**Routed metal, one colour a layer**

The bar under the picture is 20 um long.
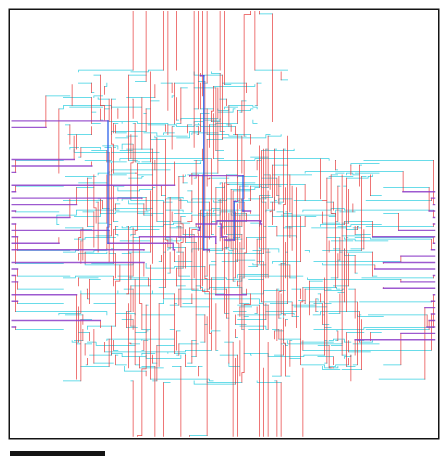
**I/O pins on the die edge**

Pins as bars across the die edge, other pins in grey.
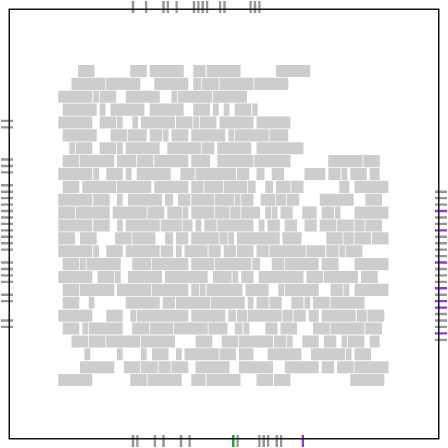
**Routed clock nets over the placement**

The bar under the picture is 20 um long.
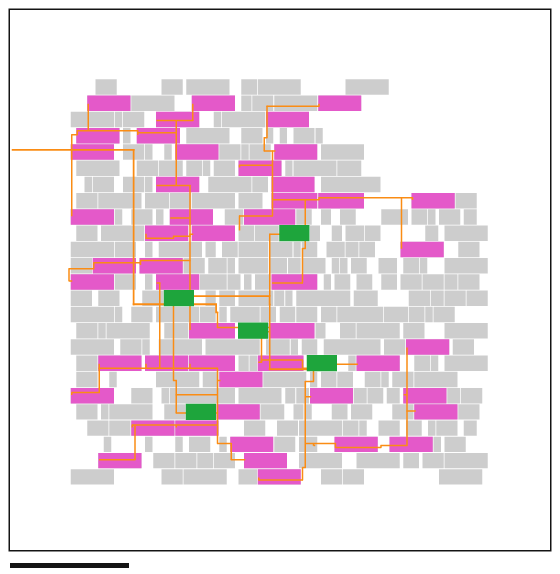
## config.mk

```make
export PLATFORM = sky130hd
export DESIGN_NAME = mcu_mem_arbiter
export DESIGN_NICKNAME = d
export VERILOG_FILES = /design/src/rtl/mcu_mem_arbiter.sv
export SDC_FILE = /design/constraint.sdc
export NUM_CORES = 1
export LEC_CHECK = 0
export CAP_MARGIN = 5
export CORE_MARGIN = 10
export CORE_UTILIZATION = 39
export DETAILED_ROUTE_END_ITERATION = 16
export GPL_ROUTABILITY_DRIVEN = 0
export PLACE_DENSITY = 0.81
export SETUP_SLACK_MARGIN = 0.05
export SYNTH_ARGS = -nofsm -noshare
export SYNTH_HDL_FRONTEND = slang
export SYNTH_SLANG_ARGS = --single-unit
```

## constraint.sdc

```tcl
create_clock -name clk -period 1.5 [get_ports clk]
set_clock_uncertainty 0.2 [all_clocks]
set_input_delay 0.15 -clock clk [delete_from_list [all_inputs] [get_ports clk]]
set_output_delay 0.15 -clock clk [all_outputs]
set_load 0.05 [all_outputs]
```

## src/rtl/mcu_mem_arbiter.sv

```systemverilog
// -----------------------------------------------------------------------------
// mcu_mem_arbiter
//
// Shares the MCU's single-port program/data RAM between the instruction-fetch
// port and the load/store data port. Only one RAM transaction is in flight at
// a time. The data port has fixed priority. A streak counter forces a fetch
// grant once STARVE_MAX data grants in a row have been given while a fetch was
// waiting.
//
// Transaction timeline (cycle 0 = IDLE cycle that samples the request):
//   cycle 1            : ACCESS - mem_en pulse, grant pulse to the chosen port
//   cycles 2..1+LAT    : WAIT   - reads only; mem_rdata captured in last one
//   cycle 2+LAT        : IDLE   - rvalid pulse; a new request may be sampled
// Writes go straight from ACCESS back to IDLE (cycle 2).
//
// Ports:
//   clk, reset                  rising-edge clock, synchronous active-high reset
//   if_req/if_addr              fetch request (read only)
//   if_gnt/if_rvalid/if_rdata   fetch grant pulse, completion pulse, held data
//   d_req/d_we/d_addr/d_wdata   data request (read or write)
//   d_gnt/d_rvalid/d_rdata      data grant pulse, completion pulse, held data
//   mem_en/mem_we/mem_addr/
//   mem_wdata/mem_rdata         RAM interface (mem_rdata valid MEM_LAT cycles
//                               after the mem_en cycle)
//   busy                        high whenever the arbiter is not IDLE
// All outputs come straight from registers.
// -----------------------------------------------------------------------------
module mcu_mem_arbiter #(
    parameter int ADDR_W     = 8,
    parameter int DATA_W     = 8,
    parameter int MEM_LAT    = 1,
    parameter int STARVE_MAX = 3
) (
    input  logic              clk,
    input  logic              reset,
    input  logic              if_req,
    input  logic [ADDR_W-1:0] if_addr,
    output logic              if_gnt,
    output logic              if_rvalid,
    output logic [DATA_W-1:0] if_rdata,
    input  logic              d_req,
    input  logic              d_we,
    input  logic [ADDR_W-1:0] d_addr,
    input  logic [DATA_W-1:0] d_wdata,
    output logic              d_gnt,
    output logic              d_rvalid,
    output logic [DATA_W-1:0] d_rdata,
    output logic              mem_en,
    output logic              mem_we,
    output logic [ADDR_W-1:0] mem_addr,
    output logic [DATA_W-1:0] mem_wdata,
    input  logic [DATA_W-1:0] mem_rdata,
    output logic              busy
);

    typedef enum logic [1:0] {
        IDLE   = 2'd0,
        ACCESS = 2'd1,
        WAIT   = 2'd2
    } state_t;

    localparam logic [3:0] STREAK_MAX = 4'(STARVE_MAX);
    localparam logic [2:0] WAIT_LAST  = 3'(MEM_LAT - 1);

    state_t state_reg, state_next;

    // Arbitration decision, only ever non-zero in IDLE.
    logic sel_d;
    logic sel_i;
    logic last_wait;

    logic              port_d_reg,    port_d_next;   // 1 = data port owns the transaction
    logic [2:0]        wait_cnt_reg,  wait_cnt_next;
    logic [3:0]        streak_reg,    streak_next;

    logic              if_gnt_reg,    if_gnt_next;
    logic              if_rvalid_reg, if_rvalid_next;
    logic [DATA_W-1:0] if_rdata_reg,  if_rdata_next;
    logic              d_gnt_reg,     d_gnt_next;
    logic              d_rvalid_reg,  d_rvalid_next;
    logic [DATA_W-1:0] d_rdata_reg,   d_rdata_next;
    logic              mem_en_reg,    mem_en_next;
    logic              mem_we_reg,    mem_we_next;
    logic [ADDR_W-1:0] mem_addr_reg,  mem_addr_next;
    logic [DATA_W-1:0] mem_wdata_reg, mem_wdata_next;
    logic              busy_reg,      busy_next;

    assign last_wait = (wait_cnt_reg == WAIT_LAST);

    // ---------------------------------------------------------------- state register
    always_ff @(posedge clk) begin
        if (reset) begin
            state_reg <= IDLE;
        end else begin
            state_reg <= state_next;
        end
    end

    // ---------------------------------------------------------------- next state
    always_comb begin
        sel_d      = 1'b0;
        sel_i      = 1'b0;
        state_next = state_reg;
        case (state_reg)
            IDLE: begin
                // Data wins unless a waiting fetch has already been passed
                // over STARVE_MAX times in a row.
                if (d_req && !(if_req && streak_reg == STREAK_MAX)) begin
                    sel_d = 1'b1;
                end else if (if_req) begin
                    sel_i = 1'b1;
                end
                if (sel_d || sel_i) begin
                    state_next = ACCESS;
                end
            end
            // mem_we_reg holds the latched write flag during ACCESS.
            ACCESS:  state_next = mem_we_reg ? IDLE : WAIT;
            WAIT:    state_next = last_wait ? IDLE : WAIT;
            default: state_next = IDLE;
        endcase
    end

    // ---------------------------------------------------------------- outputs
    // Every output is registered, so this process computes the value each
    // output takes in the following cycle.
    always_comb begin
        if_gnt_next    = sel_i;
        d_gnt_next     = sel_d;
        mem_en_next    = sel_d | sel_i;
        mem_we_next    = sel_d & d_we;
        mem_addr_next  = mem_addr_reg;
        mem_wdata_next = mem_wdata_reg;
        port_d_next    = port_d_reg;
        if_rvalid_next = 1'b0;
        d_rvalid_next  = 1'b0;
        if_rdata_next  = if_rdata_reg;
        d_rdata_next   = d_rdata_reg;
        streak_next    = streak_reg;
        wait_cnt_next  = 3'd0;
        busy_next      = (state_next != IDLE);

        if (sel_d) begin
            mem_addr_next  = d_addr;
            mem_wdata_next = d_wdata;
            port_d_next    = 1'b1;
            if (!if_req) begin
                streak_next = 4'd0;
            end else if (streak_reg != STREAK_MAX) begin
                streak_next = streak_reg + 4'd1;
            end
        end else if (sel_i) begin
            // Fetch never writes; mem_wdata keeps its previous value.
            mem_addr_next = if_addr;
            port_d_next   = 1'b0;
            streak_next   = 4'd0;
        end

        if (state_reg == WAIT) begin
            wait_cnt_next = wait_cnt_reg + 3'd1;
            if (last_wait) begin
                if (port_d_reg) begin
                    d_rvalid_next = 1'b1;
                    d_rdata_next  = mem_rdata;
                end else begin
                    if_rvalid_next = 1'b1;
                    if_rdata_next  = mem_rdata;
                end
            end
        end
    end

    // ---------------------------------------------------------------- datapath registers
    always_ff @(posedge clk) begin
        if (reset) begin
            port_d_reg    <= 1'b0;
            wait_cnt_reg  <= 3'd0;
            streak_reg    <= 4'd0;
            if_gnt_reg    <= 1'b0;
            if_rvalid_reg <= 1'b0;
            if_rdata_reg  <= '0;
            d_gnt_reg     <= 1'b0;
            d_rvalid_reg  <= 1'b0;
            d_rdata_reg   <= '0;
            mem_en_reg    <= 1'b0;
            mem_we_reg    <= 1'b0;
            mem_addr_reg  <= '0;
            mem_wdata_reg <= '0;
            busy_reg      <= 1'b0;
        end else begin
            port_d_reg    <= port_d_next;
            wait_cnt_reg  <= wait_cnt_next;
            streak_reg    <= streak_next;
            if_gnt_reg    <= if_gnt_next;
            if_rvalid_reg <= if_rvalid_next;
            if_rdata_reg  <= if_rdata_next;
            d_gnt_reg     <= d_gnt_next;
            d_rvalid_reg  <= d_rvalid_next;
            d_rdata_reg   <= d_rdata_next;
            mem_en_reg    <= mem_en_next;
            mem_we_reg    <= mem_we_next;
            mem_addr_reg  <= mem_addr_next;
            mem_wdata_reg <= mem_wdata_next;
            busy_reg      <= busy_next;
        end
    end

    assign if_gnt    = if_gnt_reg;
    assign if_rvalid = if_rvalid_reg;
    assign if_rdata  = if_rdata_reg;
    assign d_gnt     = d_gnt_reg;
    assign d_rvalid  = d_rvalid_reg;
    assign d_rdata   = d_rdata_reg;
    assign mem_en    = mem_en_reg;
    assign mem_we    = mem_we_reg;
    assign mem_addr  = mem_addr_reg;
    assign mem_wdata = mem_wdata_reg;
    assign busy      = busy_reg;

endmodule
```

==> reports/metrics.yaml <==
outcome:
  outcome: "complete, but fails checks"
  failed_checks: "negative setup slack"
global_routing:
  grt_usage_pct: 14.3
  antenna_found_initial: 0
  grt_util_met1_pct: 14.7
  use_met3_pct: 6.48
power:
  leakage_nw: 1.54
  top_power_group: "registers"
  power_frac_seq_pct: 43.9
  vdd.ir_drop.worst_mv: 0.951
  sw_frac_of_total_pct: 28.8
  p_comb_share_pct: 27.4
  p_int_mw: 2.34
  switchingPower_uw: 948
  powerComb_uw: 902
  p_total_mw: 3.29
  p_seq_mw: 1.45
setup_path:
  cp_cell_sequence: "ha_4 -> nand2_4 -> o311ai_4 -> buf_6 -> mux2i_1 -> nor2_1"
  cp_data_required_time_ns: 1.49
  critPathTopFamily: "flip-flops"
  cp-end-kind: "flop"
  crit_type: "reg -> reg"
  start_kind: "flop"
  crit_fanout: 5
detailed_routing:
  drt_iter0_markers: 76
  drt-total-wl_um: 5780
  post_drt_via_cell_ratio: 4.78
  met3_length_um: 458
  firstDrtPassIters: 4
logic_synthesis:
  logic_family: "simple AND/OR/NAND/NOR gates"
  avgSynthCellArea_um2: 10.0
  top_cells_by_count: "49 x dfxtp_1, 42 x nor2_1, 33 x mux2i_1"
  yosys_most_used_dff: "dfxtp_1"
  synth_cell_types: 33
  simple_gate_share_pct: 18.6
  largest_area_cell: "dfxtp_1"
  ys_sh_mux_pct: 17.1
  synth-edff-count: 0
final_layout:
  logic_gate_count: 131
  clk_share_pct: 3.18
  sh_comb_area_pct: 27.5
  seq_area_share_pct: 27.4
  diodes: 0
  drive_gt1_share_pct: 35.1
  area_growth_pct: 87.3
  nNetsFinal: 338
cts:
  cts_hold_buf: 1
  cts_buffer_depth: 2
  clk_latency_ns: 0.30
die:
  core_area_um2: 4750
  rows: 25
  ios: 76
  fp_util_pct: 40.7
min_path:
  holdPathEnd: "streak_reg[2]"
  hold_class: "in -> reg"
final_timing:
  setup_violations: 29
  holdWs_ns: 0.188
  setup_ws_ns: -0.0806
  worst_slew_pin_slew_ns: 0.318
placed_design:
  placedCellCount: 351
-- 'routed metal, one colour a layer' (at the start) --
layer	colour	wire length
M3	purple	459 um
M2	red	2,940 um
M1	cyan	2,310 um
M4	blue	78.2 um

-- 'I/O pins on the die edge' (at the start) --
port	colour	pins	direction	edge
reset	green	1	input	bottom
mem_addr	purple	8	output	7 right, 1 bottom
all pins by edge	24 left, 24 right, 14 top, 14 bottom
Die Y-Extent: 90.4 um
Buffers on Ports: 75
Die Wd: 90.4 um

-- 'routed clock nets over the placement' (at the start) --
[clock wires] orange | length: 551 um
[clock-net drivers] green | count: 5
[flip-flops] magenta | count: 49
routed clock nets	6

Power is estimated from default activity; no workload was simulated.
